**Sequential cells colored by netlist name**

Bar = 50 microns.
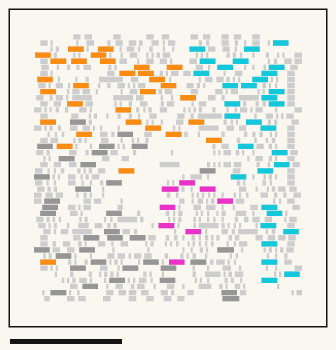
**Routing congestion map**

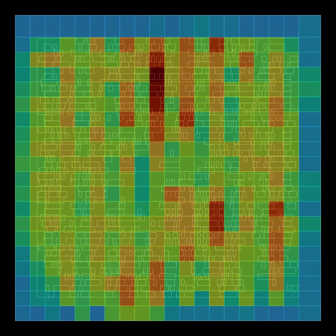
**Logic cells by family**

Bar = 50 microns.
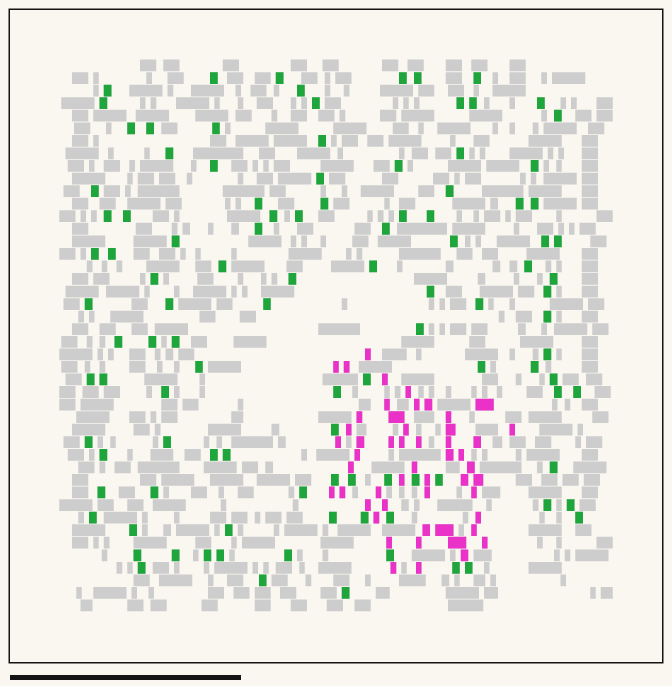
`src/rtl/dmem_responder.sv`:
```
// dmem_responder: answers one outstanding datapath load/store by driving the RAM port; dhit two or more cycles after the request.
// The requester holds its enable until dhit; a stuck RAM is abandoned after TIMEOUT REQ cycles with derror.
// Defining DMEM_RESP_READBUF_EN adds a one-entry load buffer that answers repeated loads in one cycle.
module dmem_responder #(
    parameter int TIMEOUT = 255,
    parameter int WORD_W  = 32
) (
    input  logic              CLK,
    input  logic              nRST,
    input  logic              dmemREN,
    input  logic              dmemWEN,
    input  logic [WORD_W-1:0] dmemaddr,
    input  logic [WORD_W-1:0] dmemstore,
    output logic              dhit,
    output logic [WORD_W-1:0] dmemload,
    output logic              derror,
    output logic              ramREN,
    output logic              ramWEN,
    output logic [WORD_W-1:0] ramaddr,
    output logic [WORD_W-1:0] ramstore,
    input  logic [WORD_W-1:0] ramload,
    input  logic [1:0]        ramstate
);
    localparam logic [1:0] ST_IDLE = 2'd0;
    localparam logic [1:0] ST_REQ  = 2'd1;
    localparam logic [1:0] ST_DONE = 2'd2;

    localparam logic [1:0] RAM_ACCESS = 2'd2;
    localparam logic [1:0] RAM_ERROR  = 2'd3;

    localparam logic [7:0]        CNT_LAST  = 8'(TIMEOUT - 1);
    localparam logic [WORD_W-1:0] WORD_MASK = {{(WORD_W-2){1'b1}}, 2'b00};

    logic [1:0]        state_q, state_d;
    logic              op_wr_q, op_wr_d;
    logic [WORD_W-1:0] addr_q, addr_d;
    logic [WORD_W-1:0] store_q, store_d;
    logic [7:0]        cnt_q, cnt_d;
    logic              err_q, err_d;
    logic [WORD_W-1:0] load_q, load_d;
    logic [WORD_W-1:0] req_addr;

`ifdef DMEM_RESP_READBUF_EN
    logic              buf_vld_q, buf_vld_d;
    logic [WORD_W-1:0] buf_addr_q, buf_addr_d;
    logic [WORD_W-1:0] buf_dat_q, buf_dat_d;
`endif

    assign req_addr = dmemaddr & WORD_MASK;

    always_comb begin
        state_d = state_q;
        op_wr_d = op_wr_q;
        addr_d  = addr_q;
        store_d = store_q;
        cnt_d   = cnt_q;
        err_d   = err_q;
        load_d  = load_q;
`ifdef DMEM_RESP_READBUF_EN
        buf_vld_d  = buf_vld_q;
        buf_addr_d = buf_addr_q;
        buf_dat_d  = buf_dat_q;
`endif
        case (state_q)
            ST_IDLE: begin
                if (dmemWEN || dmemREN) begin
                    op_wr_d = dmemWEN;
                    addr_d  = req_addr;
                    store_d = dmemstore;
                    cnt_d   = '0;
                    state_d = ST_REQ;
`ifdef DMEM_RESP_READBUF_EN
                    if (!dmemWEN && buf_vld_q && (buf_addr_q == req_addr)) begin
                        load_d  = buf_dat_q;
                        state_d = ST_DONE;
                    end
`endif
                end
            end
            ST_REQ: begin
                if (ramstate == RAM_ACCESS) begin
                    state_d = ST_DONE;
                    if (!op_wr_q) begin
                        load_d = ramload;
                    end
`ifdef DMEM_RESP_READBUF_EN
                    if (!op_wr_q) begin
                        buf_vld_d  = 1'b1;
                        buf_addr_d = addr_q;
                        buf_dat_d  = ramload;
                    end else if (buf_vld_q && (buf_addr_q == addr_q)) begin
                        buf_dat_d = store_q;
                    end
`endif
                end else if ((ramstate == RAM_ERROR) || (cnt_q == CNT_LAST)) begin
                    err_d   = 1'b1;
                    state_d = ST_DONE;
`ifdef DMEM_RESP_READBUF_EN
                    buf_vld_d = 1'b0;
`endif
                end else if (cnt_q != 8'hFF) begin
                    cnt_d = cnt_q + 8'd1;
                end
            end
            ST_DONE: begin
                err_d   = 1'b0;
                state_d = ST_IDLE;
            end
            default: state_d = ST_IDLE;
        endcase
    end

    always_ff @(posedge CLK) begin
        if (!nRST) begin
            state_q <= ST_IDLE;
            op_wr_q <= 1'b0;
            addr_q  <= '0;
            store_q <= '0;
            cnt_q   <= '0;
            err_q   <= 1'b0;
            load_q  <= '0;
        end else begin
            state_q <= state_d;
            op_wr_q <= op_wr_d;
            addr_q  <= addr_d;
            store_q <= store_d;
            cnt_q   <= cnt_d;
            err_q   <= err_d;
            load_q  <= load_d;
        end
    end

`ifdef DMEM_RESP_READBUF_EN
    always_ff @(posedge CLK) begin
        if (!nRST) begin
            buf_vld_q  <= 1'b0;
            buf_addr_q <= '0;
            buf_dat_q  <= '0;
        end else begin
            buf_vld_q  <= buf_vld_d;
            buf_addr_q <= buf_addr_d;
            buf_dat_q  <= buf_dat_d;
        end
    end
`endif

    assign dhit     = (state_q == ST_DONE);
    assign derror   = (state_q == ST_DONE) && err_q;
    assign ramREN   = (state_q == ST_REQ) && !op_wr_q;
    assign ramWEN   = (state_q == ST_REQ) && op_wr_q;
    assign ramaddr  = addr_q;
    assign ramstore = store_q;
    assign dmemload = load_q;
endmodule

```
`config.mk`:
```
export PLATFORM = sky130hd
export DESIGN_NAME = dmem_responder
export DESIGN_NICKNAME = d
export VERILOG_FILES = /design/src/rtl/dmem_responder.sv
export SDC_FILE = /design/constraint.sdc
export NUM_CORES = 1
export LEC_CHECK = 0
export ABC_AREA = 1
export CAP_MARGIN = 30
export CELL_PAD_IN_SITES_DETAIL_PLACEMENT = 1
export CELL_PAD_IN_SITES_GLOBAL_PLACEMENT = 1
export CORE_MARGIN = 10
export CORE_UTILIZATION = 27
export DETAILED_ROUTE_END_ITERATION = 8
export GPL_TIMING_DRIVEN = 0
export HOLD_SLACK_MARGIN = 0.02
export PLACE_DENSITY_LB_ADDON = 0.1
export SLEW_MARGIN = 20
export SYNTH_ARGS = -nofsm -noshare
export SYNTH_HDL_FRONTEND = slang
export SYNTH_SLANG_ARGS = --single-unit
```
`constraint.sdc`:
```
create_clock -name CLK -period 1.8 [get_ports CLK]
set_clock_uncertainty 0.15 [all_clocks]
set_input_delay 0.18 -clock CLK [delete_from_list [all_inputs] [get_ports CLK]]
set_output_delay 0.18 -clock CLK [all_outputs]
set_load 0.02 [all_outputs]
```
==> impl_summary.log <==
[metrics] run summary
[metrics] outcome: finished clean
[metrics] initial core utilization: 27.4%
[metrics] CP Buf/Inv Count: 2
[metrics] xor and xnor fraction of the mapped netlist area: 0.221%
[metrics] main area contributors after synthesis: sky130_fd_sc_hd__dfxtp_1, sky130_fd_sc_hd__nor2_1, sky130_fd_sc_hd__o21ai_0
[metrics] Latency at later pin: 0.34 ns
[metrics] largest net degree at the start of global routing: 17
[metrics] Reg2Reg Capture Point: cnt_q[7]
[metrics] first-pass GRT wire length: 24400 microns
[metrics] register clock-pin slew on the reported worst setup and hold paths: 0.07 ns
[metrics] delay of the slowest cell on the worst path: 0.37 ns
[metrics] chip area from the yosys synthesis statistics: 3970 sq um
[metrics] sw frac: 28.1%
[metrics] Worst Path Class, Setup: flop to primary output
[metrics] Static Leakage: 0.00255 uW
[metrics] count of TritonRoute iterations in the first routing pass: 4
[metrics] chip height: 141 microns
[metrics] worst flop-to-flop path startpoint: cnt_q[4]
[metrics] buffer depth of the longest clock path: 2
[metrics] achievable frequency: 587 MHz
[metrics] clk pwr: 2190 uW
[metrics] Pwr Total: 6270 uW
[metrics] Sequential cell area: 2130 sq um
[metrics] fraction of area in multi-input gates: 25.6%
[metrics] length in cells of the worst reg-to-reg path: 8
[metrics] Post-Place Worst Slack: -0.735 ns
[metrics] Flop Count: 106
[metrics] internal power contribution: 4500 uW
[metrics] clock buffer instance count of the final layout: 11
[metrics] cell type taking the most area: non-clock buffers
[metrics] final RePlAce weighted congestion: 0.780
[metrics] count of multi-input combinational gates: 381
[metrics] Hold WC Path Type: input pin to flop
[metrics] net switching power: 1760 uW
[metrics] tally of max-capacitance violations: 0
[metrics] actual transition at the worst max-transition pin: 0.543 ns
[metrics] sequential cell area share: 32.5%
[metrics] combinational cell fraction of total power: 22.8%
[metrics] placed instance area: 6170 sq um
[metrics] worst hold stages: 3
[metrics] Worst Path Required: 1.47 ns
[metrics] final number of hold-violating endpoints: 0
[metrics] number of synthesized flops with an enable pin: 0
[metrics] portion of the clock cycle consumed by the worst path in the final layout: 94.7%
## Picture notes: 'sequential cells colored by netlist name'
- cnt_q: magenta (flops 8; where center)
- dmemload: cyan (flops 32)
- ramaddr: orange (flops 30)
- not colored: 36

## Picture notes: 'routing congestion map'
global routing met2 resource utilization: 25.6%
Routed WL per cell: 16.8 microns

## Picture notes: 'logic cells by family'
- NAND gates: magenta (cells 52; most used nand2_1)
- inverting AOI/OAI gates: green (cells 107; most used o21ai_0; where spread over the die)

Power and IR drop assume default switching activity.
